===== src/rtl/l2_port_arbiter_if.sv =====
// Bundle of the I-cache, D-cache and L2 handshakes around the L2 port arbiter.
// The slave modport is the arbiter's view; master is the surrounding caches' view.
interface l2_port_arbiter_if #(
    parameter int unsigned ADDR_W = 28,
    parameter int unsigned LINE_W = 128
);
    logic              i_read;
    logic [ADDR_W-1:0] i_addr;
    logic [LINE_W-1:0] i_rdata;
    logic              i_ready;

    logic              d_read;
    logic              d_write;
    logic [ADDR_W-1:0] d_addr;
    logic [LINE_W-1:0] d_wdata;
    logic [LINE_W-1:0] d_rdata;
    logic              d_ready;

    logic              l2_read;
    logic              l2_write;
    logic [ADDR_W-1:0] l2_addr;
    logic [LINE_W-1:0] l2_wdata;
    logic [LINE_W-1:0] l2_rdata;
    logic              l2_ready;

    modport slave (
        input  i_read, i_addr, d_read, d_write, d_addr, d_wdata, l2_rdata, l2_ready,
        output i_rdata, i_ready, d_rdata, d_ready, l2_read, l2_write, l2_addr, l2_wdata
    );

    modport master (
        output i_read, i_addr, d_read, d_write, d_addr, d_wdata, l2_rdata, l2_ready,
        input  i_rdata, i_ready, d_rdata, d_ready, l2_read, l2_write, l2_addr, l2_wdata
    );
endinterface


===== src/rtl/l2_port_arbiter.sv =====
// Grants the single L2 port to the I-cache or D-cache miss path for one whole transaction,
// round-robin on ties, with saturating grant and conflict counters.
module l2_port_arbiter #(
    parameter int unsigned ADDR_W = 28,
    parameter int unsigned LINE_W = 128,
    parameter int unsigned CNT_W  = 16
) (
    input  logic             clk,
    input  logic             rst,
    l2_port_arbiter_if.slave bus,
    output logic             busy,
    output logic [CNT_W-1:0] gnt_i_cnt,
    output logic [CNT_W-1:0] gnt_d_cnt,
    output logic [CNT_W-1:0] conflict_cnt
);

    typedef enum logic [1:0] {StIdle, StGntI, StGntD, StRelease} state_e;

    state_e state_q, state_d;
    logic   last_grant_q, last_grant_d; // 1: the D-cache was served last

    logic              req_i, req_d;
    logic              l2_read, l2_write;
    logic [ADDR_W-1:0] l2_addr;
    logic [LINE_W-1:0] l2_wdata;
    logic [LINE_W-1:0] i_rdata, d_rdata;
    logic [LINE_W-1:0] i_rdata_q, d_rdata_q;
    logic              i_ready, d_ready;
    logic              inc_conflict;
    logic [CNT_W-1:0]  gnt_i_cnt_q, gnt_d_cnt_q, conflict_cnt_q;

    function automatic logic [CNT_W-1:0] sat_inc(input logic [CNT_W-1:0] v);
        return (v == '1) ? v : v + CNT_W'(1);
    endfunction

    assign req_i = bus.i_read;
    assign req_d = bus.d_read | bus.d_write;

    always_comb begin
        state_d      = state_q;
        last_grant_d = last_grant_q;
        l2_read      = 1'b0;
        l2_write     = 1'b0;
        l2_addr      = '0;
        l2_wdata     = '0;
        i_ready      = 1'b0;
        d_ready      = 1'b0;
        i_rdata      = i_rdata_q;
        d_rdata      = d_rdata_q;
        inc_conflict = 1'b0;

        unique case (state_q)
            StIdle: begin
                if (req_i && req_d) begin
                    inc_conflict = 1'b1;
                    state_d      = last_grant_q ? StGntI : StGntD;
                end else if (req_i) begin
                    state_d = StGntI;
                end else if (req_d) begin
                    state_d = StGntD;
                end
            end
            StGntI: begin
                l2_read = bus.i_read;
                l2_addr = bus.i_addr;
                if (bus.l2_ready) begin
                    i_ready      = 1'b1;
                    i_rdata      = bus.l2_rdata;
                    last_grant_d = 1'b0;
                    state_d      = StRelease;
                end
            end
            StGntD: begin
                // A simultaneous read and write is issued as the write.
                l2_read  = bus.d_read & ~bus.d_write;
                l2_write = bus.d_write;
                l2_addr  = bus.d_addr;
                l2_wdata = bus.d_wdata;
                if (bus.l2_ready) begin
                    d_ready      = 1'b1;
                    d_rdata      = bus.l2_rdata;
                    last_grant_d = 1'b1;
                    state_d      = StRelease;
                end
            end
            StRelease: state_d = StIdle;
            default:   state_d = StIdle;
        endcase
    end

    always_ff @(posedge clk or negedge rst) begin
        if (!rst) begin
            state_q        <= StIdle;
            last_grant_q   <= 1'b0;
            i_rdata_q      <= '0;
            d_rdata_q      <= '0;
            gnt_i_cnt_q    <= '0;
            gnt_d_cnt_q    <= '0;
            conflict_cnt_q <= '0;
        end else begin
            state_q      <= state_d;
            last_grant_q <= last_grant_d;
            if (i_ready) begin
                i_rdata_q   <= bus.l2_rdata;
                gnt_i_cnt_q <= sat_inc(gnt_i_cnt_q);
            end
            if (d_ready) begin
                d_rdata_q   <= bus.l2_rdata;
                gnt_d_cnt_q <= sat_inc(gnt_d_cnt_q);
            end
            if (inc_conflict) begin
                conflict_cnt_q <= sat_inc(conflict_cnt_q);
            end
        end
    end

    assign bus.l2_read  = l2_read;
    assign bus.l2_write = l2_write;
    assign bus.l2_addr  = l2_addr;
    assign bus.l2_wdata = l2_wdata;
    assign bus.i_rdata  = i_rdata;
    assign bus.i_ready  = i_ready;
    assign bus.d_rdata  = d_rdata;
    assign bus.d_ready  = d_ready;

    assign busy         = (state_q != StIdle);
    assign gnt_i_cnt    = gnt_i_cnt_q;
    assign gnt_d_cnt    = gnt_d_cnt_q;
    assign conflict_cnt = conflict_cnt_q;

endmodule


===== src/flat_wrapper.sv =====
// flat-port wrapper written by rule: the top's interface ports become plain ports
module l2_port_arbiter_flat 
#(
    parameter int unsigned ADDR_W = 28,
    parameter int unsigned LINE_W = 128,
    parameter int unsigned CNT_W  = 16
)
  (clk, rst, busy, gnt_i_cnt, gnt_d_cnt, conflict_cnt, bus_i_read, bus_i_addr, bus_d_read, bus_d_write, bus_d_addr, bus_d_wdata, bus_l2_rdata, bus_l2_ready, bus_i_rdata, bus_i_ready, bus_d_rdata, bus_d_ready, bus_l2_read, bus_l2_write, bus_l2_addr, bus_l2_wdata);
  l2_port_arbiter_if #(.ADDR_W(ADDR_W), .LINE_W(LINE_W)) bus_i ();
  input  logic clk;
  input  logic rst;
  output logic busy;
  output logic [CNT_W-1:0] gnt_i_cnt;
  output logic [CNT_W-1:0] gnt_d_cnt;
  output logic [CNT_W-1:0] conflict_cnt;
  input wire logic [$bits(bus_i.i_read)-1:0] bus_i_read;
  input wire logic [$bits(bus_i.i_addr)-1:0] bus_i_addr;
  input wire logic [$bits(bus_i.d_read)-1:0] bus_d_read;
  input wire logic [$bits(bus_i.d_write)-1:0] bus_d_write;
  input wire logic [$bits(bus_i.d_addr)-1:0] bus_d_addr;
  input wire logic [$bits(bus_i.d_wdata)-1:0] bus_d_wdata;
  input wire logic [$bits(bus_i.l2_rdata)-1:0] bus_l2_rdata;
  input wire logic [$bits(bus_i.l2_ready)-1:0] bus_l2_ready;
  output wire logic [$bits(bus_i.i_rdata)-1:0] bus_i_rdata;
  output wire logic [$bits(bus_i.i_ready)-1:0] bus_i_ready;
  output wire logic [$bits(bus_i.d_rdata)-1:0] bus_d_rdata;
  output wire logic [$bits(bus_i.d_ready)-1:0] bus_d_ready;
  output wire logic [$bits(bus_i.l2_read)-1:0] bus_l2_read;
  output wire logic [$bits(bus_i.l2_write)-1:0] bus_l2_write;
  output wire logic [$bits(bus_i.l2_addr)-1:0] bus_l2_addr;
  output wire logic [$bits(bus_i.l2_wdata)-1:0] bus_l2_wdata;
  assign bus_i.i_read = bus_i_read;
  assign bus_i.i_addr = bus_i_addr;
  assign bus_i.d_read = bus_d_read;
  assign bus_i.d_write = bus_d_write;
  assign bus_i.d_addr = bus_d_addr;
  assign bus_i.d_wdata = bus_d_wdata;
  assign bus_i.l2_rdata = bus_l2_rdata;
  assign bus_i.l2_ready = bus_l2_ready;
  assign bus_i_rdata = bus_i.i_rdata;
  assign bus_i_ready = bus_i.i_ready;
  assign bus_d_rdata = bus_i.d_rdata;
  assign bus_d_ready = bus_i.d_ready;
  assign bus_l2_read = bus_i.l2_read;
  assign bus_l2_write = bus_i.l2_write;
  assign bus_l2_addr = bus_i.l2_addr;
  assign bus_l2_wdata = bus_i.l2_wdata;
  l2_port_arbiter #(.ADDR_W(ADDR_W), .LINE_W(LINE_W), .CNT_W(CNT_W)) u_core (.clk(clk), .rst(rst), .bus(bus_i), .busy(busy), .gnt_i_cnt(gnt_i_cnt), .gnt_d_cnt(gnt_d_cnt), .conflict_cnt(conflict_cnt));
endmodule

===== config.mk =====
export PLATFORM = sky130hd
export DESIGN_NAME = l2_port_arbiter_flat
export DESIGN_NICKNAME = d
export VERILOG_FILES = /design/src/rtl/l2_port_arbiter_if.sv /design/src/rtl/l2_port_arbiter.sv /design/src/flat_wrapper.sv
export SDC_FILE = /design/constraint.sdc
export NUM_CORES = 1
export LEC_CHECK = 0
export CORE_AREA = 8 8 298 300
export CTS_CLUSTER_DIAMETER = 200
export DETAILED_ROUTE_END_ITERATION = 6
export DIE_AREA = 0 0 306 308
export PLACE_DENSITY = 0.39
export SLEW_MARGIN = 20
export SYNTH_ARGS = -nofsm -noshare
export SYNTH_HDL_FRONTEND = slang
export SYNTH_SLANG_ARGS = --single-unit

===== constraint.sdc =====
create_clock -name clk -period 5.9 [get_ports clk]
set_clock_uncertainty 0.1 [all_clocks]
set_input_delay 1.18 -clock clk [delete_from_list [all_inputs] [get_ports clk]]
set_output_delay 1.18 -clock clk [all_outputs]
set_load 0.005 [all_outputs]

layer_met1.png
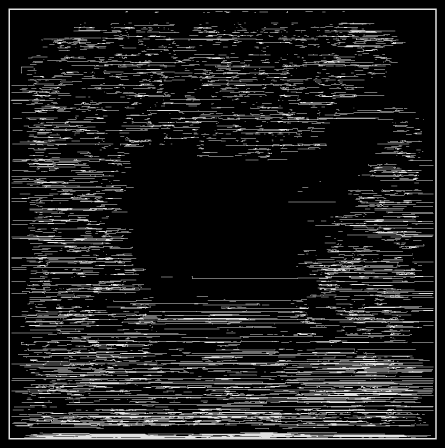
- nets with wire on the layer: 2,393
- wire length on this layer: 35.9 mm
- main direction: horizontal

layer_met2.png
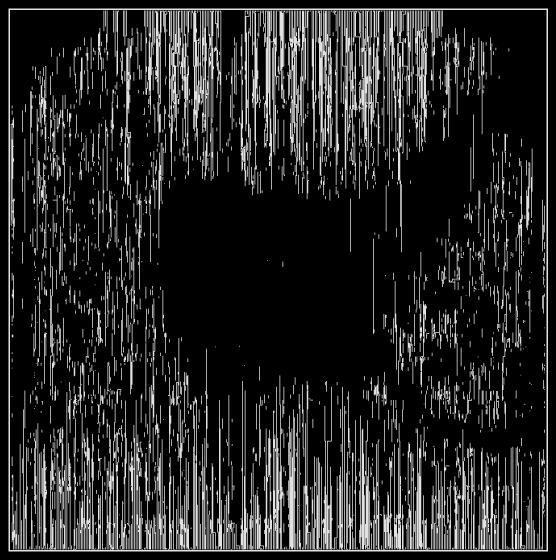
- wire length on this layer: 36.8 mm
- main direction: vertical
- share of all routed wire: 45%

layer_met3.png
Scale bar: 100 microns.
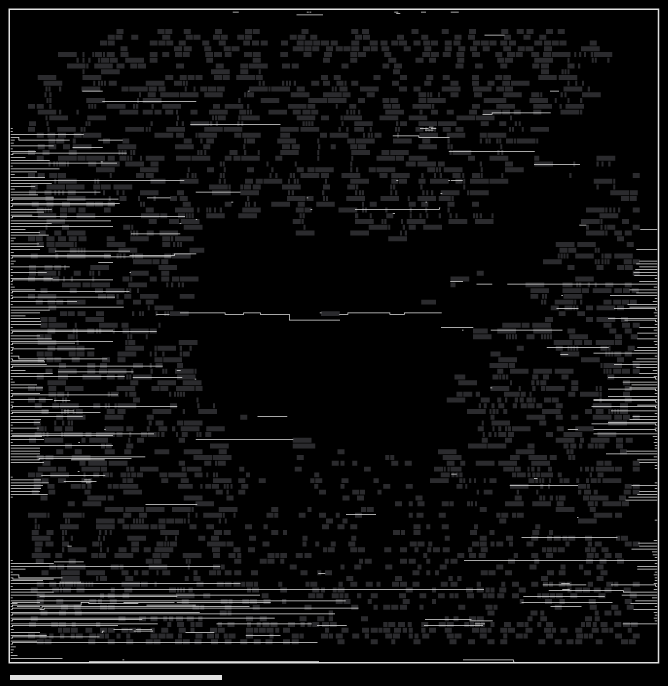
- wire length on this layer: 7,660 microns
- main direction: horizontal
- share of all routed wire: 9.4%
- longest straight run: 223 microns
- nets with wire on the layer: 322
met3 Usage GRT: 0.0668
total wire length: 81.9 mm
total number of vias: 13,871

==> flow_metrics.py <==
# Generated from Yosys and OpenROAD reports
metrics = {
    "status": {
        "status": "completed",
    },
    "synthesis": {
        "postSynthSeqShare": 0.503,
        "postSynth.asyncResetShare": 1.00,
        "topCellsByArea": "dfrtp_1 (50%), mux2_2 (19%), nand2_1 (13%)",
        "floorplan.nets": 1851,
        "synth_top_area_share": 0.503,
        "synth.distinct_cells": 45,
        "edf_count": 0,
        "yosys_area_sq_um": 15300,
        "yosysTopAreaCell": "dfrtp_1",
        "ff_type": "dfrtp_1",
        "syn_area_sq_um": 15300,
        "syn_avg_cell_area_sq_um": 10.0,
        "synth_cells": 1526,
        "ys_cells": 1526,
        "synth-warning-count": 0,
        "top_cells_by_count": "nand2_1 (529), dfrtp_1 (307), mux2_2 (258)",
        "synth-seq-cells": 307,
        "top_cell": "nand2_1",
    },
    "flow_run": {
        "warning_count": 41,
        "max_cap_viol_count": 0,
    },
    "floorplanning": {
        "die_height_microns": 308,
        "initial_utilization": 0.181,
        "ios": 783,
        "fp-row-count": 107,
        "die_x_microns": 306,
        "dieArea_sq_um": 94200,
        "coreArea_sq_um": 84200,
    },
    "grt": {
        "grt_pass1_wl_mm": 114,
        "grt_max_degree": 133,
        "grt-ovfl-total": 0,
        "grt_pass1_vias": 14518,
        "antenna_found_initial": 12,
    },
    "final_layout": {
        "drive_above_1_share": 0.155,
        "areaGrowthSynthToFinish_pct": 68.3,
        "nNetsFinal": 2607,
    },
    "critical_path": {
        "critPathRequiredTime_ns": 4.62,
        "worstPathArrival_ns": 3.60,
        "critPathMaxStageDelay_ns": 0.66,
        "rrSetupSlack_ns": 2.80,
        "cp_common_cell": "clkdlybuf4s50_1",
        "r2r_cells": 9,
        "crit_fanout": 85,
        "r2r-end": "u_core.gnt_i_cnt[11]$_DFFE_PN0P_",
        "cp-start-kind": "input pin",
        "worstSetupEndpointType": "primary output",
        "path_cells": "clkdlybuf4s50_1 -> and2_4 -> buf_12 -> mux2_2 -> clkdlybuf4s50_1",
        "r2r_start": "u_core.state_q[1]$_DFFE_PN0P_",
        "crit_type": "in -> out",
        "cpMaxStageDelayCell": "clkdlybuf4s50_1",
    },
    "place": {
        "dp.final_hpwl_mm": 65.6,
        "port_buffers": 782,
        "place.gp.congestion": 0.887,
        "place_ws_ns": 1.01,
    },
    "timing": {
        "rsz0062_at_grt": "no",
        "worst_slack_ns": 1.02,
        "min_period_ns": 4.88,
        "hold-worst-slack_ns": 0.364,
        "finalClockPeriodUsage": 0.827,
        "tightest_slew_ns": 0.912,
        "fmax_mhz": 205,
        "max_slew_margin": 0.392,
        "setup_tns_ns": 0,
        "slew_violations": 0,
        "hold_viol": 0,
        "finalSetupViolCount": 0,
    },
    "clock_tree": {
        "cts.sinks": 307,
        "cts_tree": "done",
        "hold_buffers": 0,
        "htreeDepth": 2,
        "post-cts-setup-buffers": 0,
        "numCtsBuffers": 40,
        "ctsResizeCount": 0,
        "clkTransAtPathRegs_ns": 0.05,
        "clock_latency_ns": 0.54,
        "clk_path_buf_depth": 3,
        "cts_root_buffer": "clkbuf_16",
    },
    "detailed_routing": {
        "drc": 0,
        "drt-vias-per-instance": 4.07,
        "top_layer": "met5",
        "wl_met2_mm": 36.8,
        "detail-route-antenna-nets": 0,
        "wl_met3_mm": 7.66,
        "met1_length_mm": 35.9,
        "first_iter_violations": 627,
        "first_pass_iters": 7,
    },
    "min_path": {
        "hold_depth": 2,
        "hold_path.class": "reg -> reg",
        "holdPathEnd": "u_core.i_rdata_q[92]$_DFFE_PN0P_",
        "hold_path_startpoint": "u_core.i_rdata_q[92]$_DFFE_PN0P_",
    },
    "pwr": {
        "powerDensity_nw_per_um2": 513,
        "vdd_drop_max_uv": 216,
        "leakage_nw": 11.3,
    },
}
layer_met4.png
Scale bar: 100 microns.
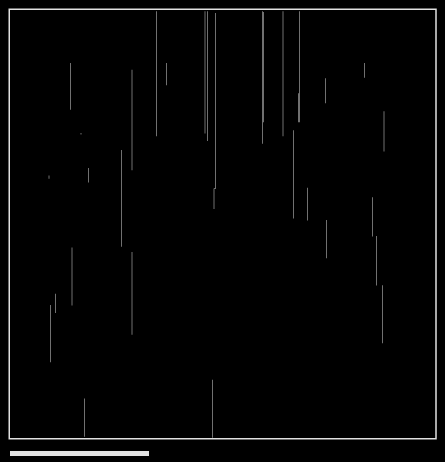
- main direction: vertical
- longest straight run: 126 microns
- wire length on this layer: 1,480 microns
- share of all routed wire: 1.8%

congestion.png
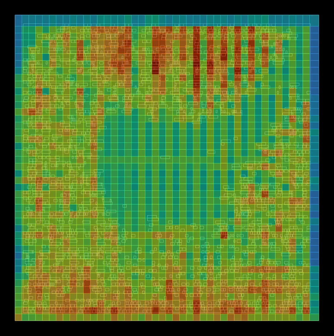
Routed wire per std cell: 24.1 microns
Top Usage Layer GRT: met2
GR Util met1: 0.214
Global Route Usage Sum: 0.165

==> report_power, final <==
group          switching [mW]  leakage [nW]  total [mW]  internal (mW)
Clock                   0.997         0.669        2.50           1.50
Sequential              0.465          3.80        3.48           3.01
Combinational            3.15          6.81        7.20           4.05
==> how the worst max path moves through the flow <==
| stage | start | to | slack (ns) | depth (start not counted) |
|---|---|---|---|---|
| floorplan | bus_l2_ready | bus_d_rdata[118] | 2.40 | 5 |
| global placement | bus_l2_ready | bus_d_rdata[80] | 1.05 | 5 |
| detailed placement | bus_l2_ready | bus_d_rdata[80] | 1.01 | 5 |
| CTS | bus_l2_ready | bus_d_rdata[80] | 1.00 | 5 |
| global route | bus_l2_ready | bus_d_rdata[47] | 0.94 | 5 |
| finish | bus_l2_ready | bus_d_rdata[80] | 1.02 | 5 |
==> cells in the final DEF (no fill, tap or decap), types with 2 or more instances in the layout <==
master           count
a21oi_1              9
a22oi_1             28
and2_1             130
and3_1               7
and4_1               5
buf_12               8
buf_4                4
bufinv_16            2
clkbuf_1             5
clkbuf_16           40
clkbuf_8            13
clkdlybuf4s50_1    781
clkinv_2             7
clkinvlp_4           2
dfrtp_1            307
diode_2              2
ha_1                 5
inv_1                6
mux2_2             258
mux2_4               2
mux2i_1              2
nand2_1            529
nand3_1             21
nand3_2              2
nand4_1              9
nor2_1              21
nor2_2               2
nor2b_1             28
nor3_1              10
o21a_1               2
o21ai_0              4
xnor2_1             16
xor2_1              20
==> registers in the layout, summed over array words and instances, names as in the netlist <==
signal,flops
u_core.gnt_i_cnt,16
u_core.conflict_cnt,16
u_core.last_grant_q,1
u_core.state_q,2
u_core.d_rdata_q,128
u_core.i_rdata_q,128
u_core.gnt_d_cnt,16
==> layer usage <==
layer | up-vias | global-route usage
li1 | 6532 | -
met5 | - | 0
met3 | 79 | 0.0668
met1 | 6807 | 0.214
met4 | 8 | 0.0331
met2 | 445 | 0.260
==> worst max-delay path: cells and delay by family <==
family	cells	cell delay (ns)
and+or+nand+nor	1	0.39
buffers and inverters	3	1.52
muxes	1	0.40
==> kinds of logic after synthesis <==
kind of cell,after synthesis,synth area share
AOI/OAI and AO/OA,51,0.0236
xor gates and xnor gates,36,0.0206
adders and majority gates,7,0.00573
buffers and inverters,87,0.0238
DFF,307,0.503
muxes,262,0.194
and+or+nand+nor,776,0.230
==> per-stage QoR <==
step | cells | area (sq um) | total power [mW] | utilization
floorplan | 1526 | 15300 | 6.25 | -
global placement | 3330 | 24300 | 10.8 | 0.289
detailed placement | 3330 | 24300 | 10.8 | 0.289
CTS | 3402 | 25700 | 13.5 | 0.305
global route | 3403 | 25700 | 14.0 | 0.305
finish | 3404 | 25700 | 13.2 | 0.305
==> final cells by class <==
type / count / area (sq um)
Antenna cell: 2 / 5.00
Clock buffer: 58 / 1200
Clock inverter: 14 / 155
Fill cell: 8748 / 58500
Inverter: 7 / 28.8
Multi-Input combinational cell: 1132 / 7250
Sequential cell: 307 / 7680
Tap cell: 1090 / 1360
Timing Repair Buffer: 794 / 8020
Power and IR drop assume default switching activity.
